File: src/rtl/alu_pkg.sv
// rtl/alu_pkg.sv - shared constants and FSM encoding for the alu accumulator sequencer
package alu_pkg;

  localparam int DEFAULT_WIDTH = 4;

  localparam logic [1:0] KIND_EXEC = 2'b00;
  localparam logic [1:0] KIND_LOAD = 2'b01;
  localparam logic [1:0] KIND_CLRF = 2'b10;
  localparam logic [1:0] KIND_READ = 2'b11;

  localparam logic MODE_LOGIC = 1'b0;
  localparam logic MODE_ARITH = 1'b1;

  typedef enum logic [1:0] {
    ST_IDLE = 2'd0,
    ST_EXEC = 2'd1,
    ST_RESP = 2'd2
  } seq_state_t;

endpackage

File: src/rtl/alu_acc_seq.sv
// rtl/alu_acc_seq.sv - command-driven accumulator sequencer feeding an external combinational alu
module alu_acc_seq
  import alu_pkg::*;
#(
  parameter int WIDTH = DEFAULT_WIDTH,
  parameter int CNT_W = 8
) (
  input  logic             clk,
  input  logic             rst,
  input  logic             cmd_valid,
  output logic             cmd_ready,
  input  logic [1:0]       cmd_kind,
  input  logic [2:0]       cmd_op,
  input  logic             cmd_mode,
  input  logic [WIDTH-1:0] cmd_operand,
  input  logic             cmd_use_cf,
  input  logic             cmd_cin,
  output logic [WIDTH-1:0] alu_a,
  output logic [WIDTH-1:0] alu_b,
  output logic             alu_c_in,
  output logic             alu_mode,
  output logic [2:0]       alu_op,
  input  logic [WIDTH-1:0] alu_out,
  input  logic             alu_c_out,
  output logic             rsp_valid,
  input  logic             rsp_ready,
  output logic [WIDTH-1:0] rsp_data,
  output logic             rsp_cf,
  output logic             rsp_zf,
  output logic [CNT_W-1:0] op_count
);

  seq_state_t       state_q, state_d;
  logic [WIDTH-1:0] acc_q;
  logic             cf_q;
  logic             zf_q;
  logic [CNT_W-1:0] cnt_q;
  logic [WIDTH-1:0] a_q;
  logic [WIDTH-1:0] b_q;
  logic [2:0]       op_q;
  logic             mode_q;
  logic             cin_q;
  logic             accept;

  assign accept = cmd_valid && (state_q == ST_IDLE);

  always_comb begin
    state_d   = state_q;
    cmd_ready = 1'b0;
    rsp_valid = 1'b0;
    case (state_q)
      ST_IDLE: begin
        cmd_ready = 1'b1;
        if (cmd_valid) begin
          state_d = (cmd_kind == KIND_EXEC) ? ST_EXEC : ST_RESP;
        end
      end
      ST_EXEC: begin
        state_d = ST_RESP;
      end
      ST_RESP: begin
        rsp_valid = 1'b1;
        if (rsp_ready) begin
          state_d = ST_IDLE;
        end
      end
      default: begin
        state_d = ST_IDLE;
      end
    endcase
  end

  always_ff @(posedge clk) begin
    if (rst) begin
      state_q <= ST_IDLE;
      acc_q   <= '0;
      cf_q    <= 1'b0;
      zf_q    <= 1'b0;
      cnt_q   <= '0;
      a_q     <= '0;
      b_q     <= '0;
      op_q    <= '0;
      mode_q  <= MODE_LOGIC;
      cin_q   <= 1'b0;
    end else begin
      state_q <= state_d;
      if (accept) begin
        // Snapshot the accumulator too so every alu input is a flop during EXEC.
        a_q    <= acc_q;
        b_q    <= cmd_operand;
        op_q   <= cmd_op;
        mode_q <= cmd_mode;
        cin_q  <= cmd_use_cf ? cf_q : cmd_cin;
        case (cmd_kind)
          KIND_LOAD: begin
            acc_q <= cmd_operand;
            zf_q  <= (cmd_operand == '0);
          end
          KIND_CLRF: begin
            cf_q <= 1'b0;
          end
          default: begin
          end
        endcase
      end
      if (state_q == ST_EXEC) begin
        acc_q <= alu_out;
        zf_q  <= (alu_out == '0);
        // Logic-mode carry out is meaningless; keep the chained carry intact.
        if (mode_q == MODE_ARITH) begin
          cf_q <= alu_c_out;
        end
        if (cnt_q != '1) begin
          cnt_q <= cnt_q + 1'b1;
        end
      end
    end
  end

  assign alu_a    = a_q;
  assign alu_b    = b_q;
  assign alu_op   = op_q;
  assign alu_mode = mode_q;
  assign alu_c_in = cin_q;
  assign rsp_data = acc_q;
  assign rsp_cf   = cf_q;
  assign rsp_zf   = zf_q;
  assign op_count = cnt_q;

endmodule

File: config.mk
export PLATFORM = sky130hd
export DESIGN_NAME = alu_acc_seq
export DESIGN_NICKNAME = d
export VERILOG_FILES = /design/src/rtl/alu_pkg.sv /design/src/rtl/alu_acc_seq.sv
export SDC_FILE = /design/constraint.sdc
export NUM_CORES = 1
export LEC_CHECK = 0
export CORE_ASPECT_RATIO = 0.6
export CORE_MARGIN = 4
export CORE_UTILIZATION = 43
export DETAILED_ROUTE_END_ITERATION = 16
export GPL_TIMING_DRIVEN = 1
export PLACE_DENSITY = 0.79
export SYNTH_ARGS = -nofsm -noshare
export SYNTH_HDL_FRONTEND = slang
export SYNTH_SLANG_ARGS = --single-unit
File: constraint.sdc
create_clock -name clk -period 2.2 [get_ports clk]
set_input_delay 0.66 -clock clk [delete_from_list [all_inputs] [get_ports clk]]
set_output_delay 0.66 -clock clk [all_outputs]
set_load 0.02 [all_outputs]
Fig. 1: met3 routing
The bar under the picture is 20 µm long.
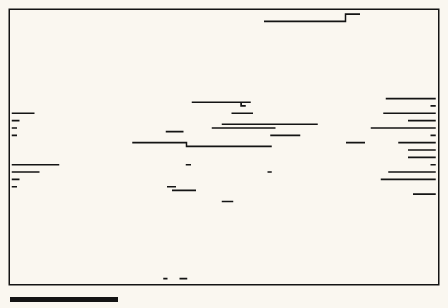
share of all routed wire: 5.6%
longest straight run: 17.5 µm
main direction: horizontal
nets with wire on the layer: 32
wirelength, routed: 3730 µm
DR vias: 1,336
GR Util met3: 4.84%

Fig. 2: wiring by layer
The bar under the picture is 20 µm long.
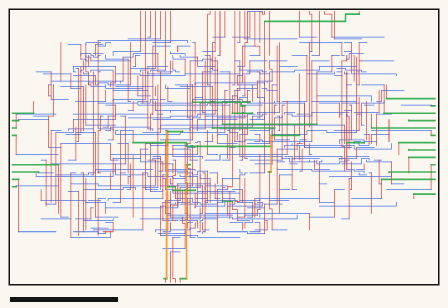
[metal 3] green | wire length: 208 µm
[metal 2] red | wire length: 1,690 µm
[metal 4] orange | wire length: 55.1 µm
[metal 1] blue | wire length: 1,780 µm
Total GRT Usage: 19.7%
DR WL/cell: 15.0 µm

==> impl_metrics.yaml <==
# implementation run metrics
critical_path:
  endpoint_kind: "primary output"
  critPathBufInv: 1
timing:
  drv_slew: 0
  period_needed_ps: 2140
  grt_setup_unrepaired: "false"
  finalHoldViolCount: 0
  fmax_mhz: 468
layout:
  comb_area_um2: 681
  antennaDiodeCount: 0
  largest_reg_flops: 8
  design_area_um2: 1950
  layout_top_cell: "clkdlybuf4s50_1"
die:
  die_w_um: 79.2
  io-pin-count: 50
logic_synthesis:
  synth_stat.cells: 153
  syn_inst: 153
  yosys-stat-area_um2: 1310
  ys_ff: 29
  most_common_cell: "dfxtp_1"
drt:
  ant_nets: 0
  drtIter0Drc: 53
status:
  outcome: "complete, no violations"
power:
  powerDensity_nw_per_um2: 624
[power breakdown]
part | total (mW) | internal [mW] | switching, mW
Clock | 0.438 | 0.248 | 0.191
Combinational | 0.215 | 0.110 | 0.105
Sequential | 0.565 | 0.548 | 0.0173
[stage by stage]
| step | std cells | setup slack, ps |
|---|---|---|
| 2_1_floorplan | 153 | 489 |
| 3_3_place_gp | 242 | -37.7 |
| 3_5_place_dp | 242 | -131 |
| 4_1_cts | 249 | 67.8 |
| 5_1_grt | 249 | 20.2 |
| 6_report | 249 | 61.9 |
[path summary, 6_finish.rpt]
kind,startpoint,to,depth (start not counted)
max,op_count[2],op_count[2],1
min,alu_op[0],alu_op[0],2
min reg2reg,alu_op[0],alu_op[0],2
max reg2reg,state_q[0],op_count[5],3
Power and IR drop assume default switching activity.
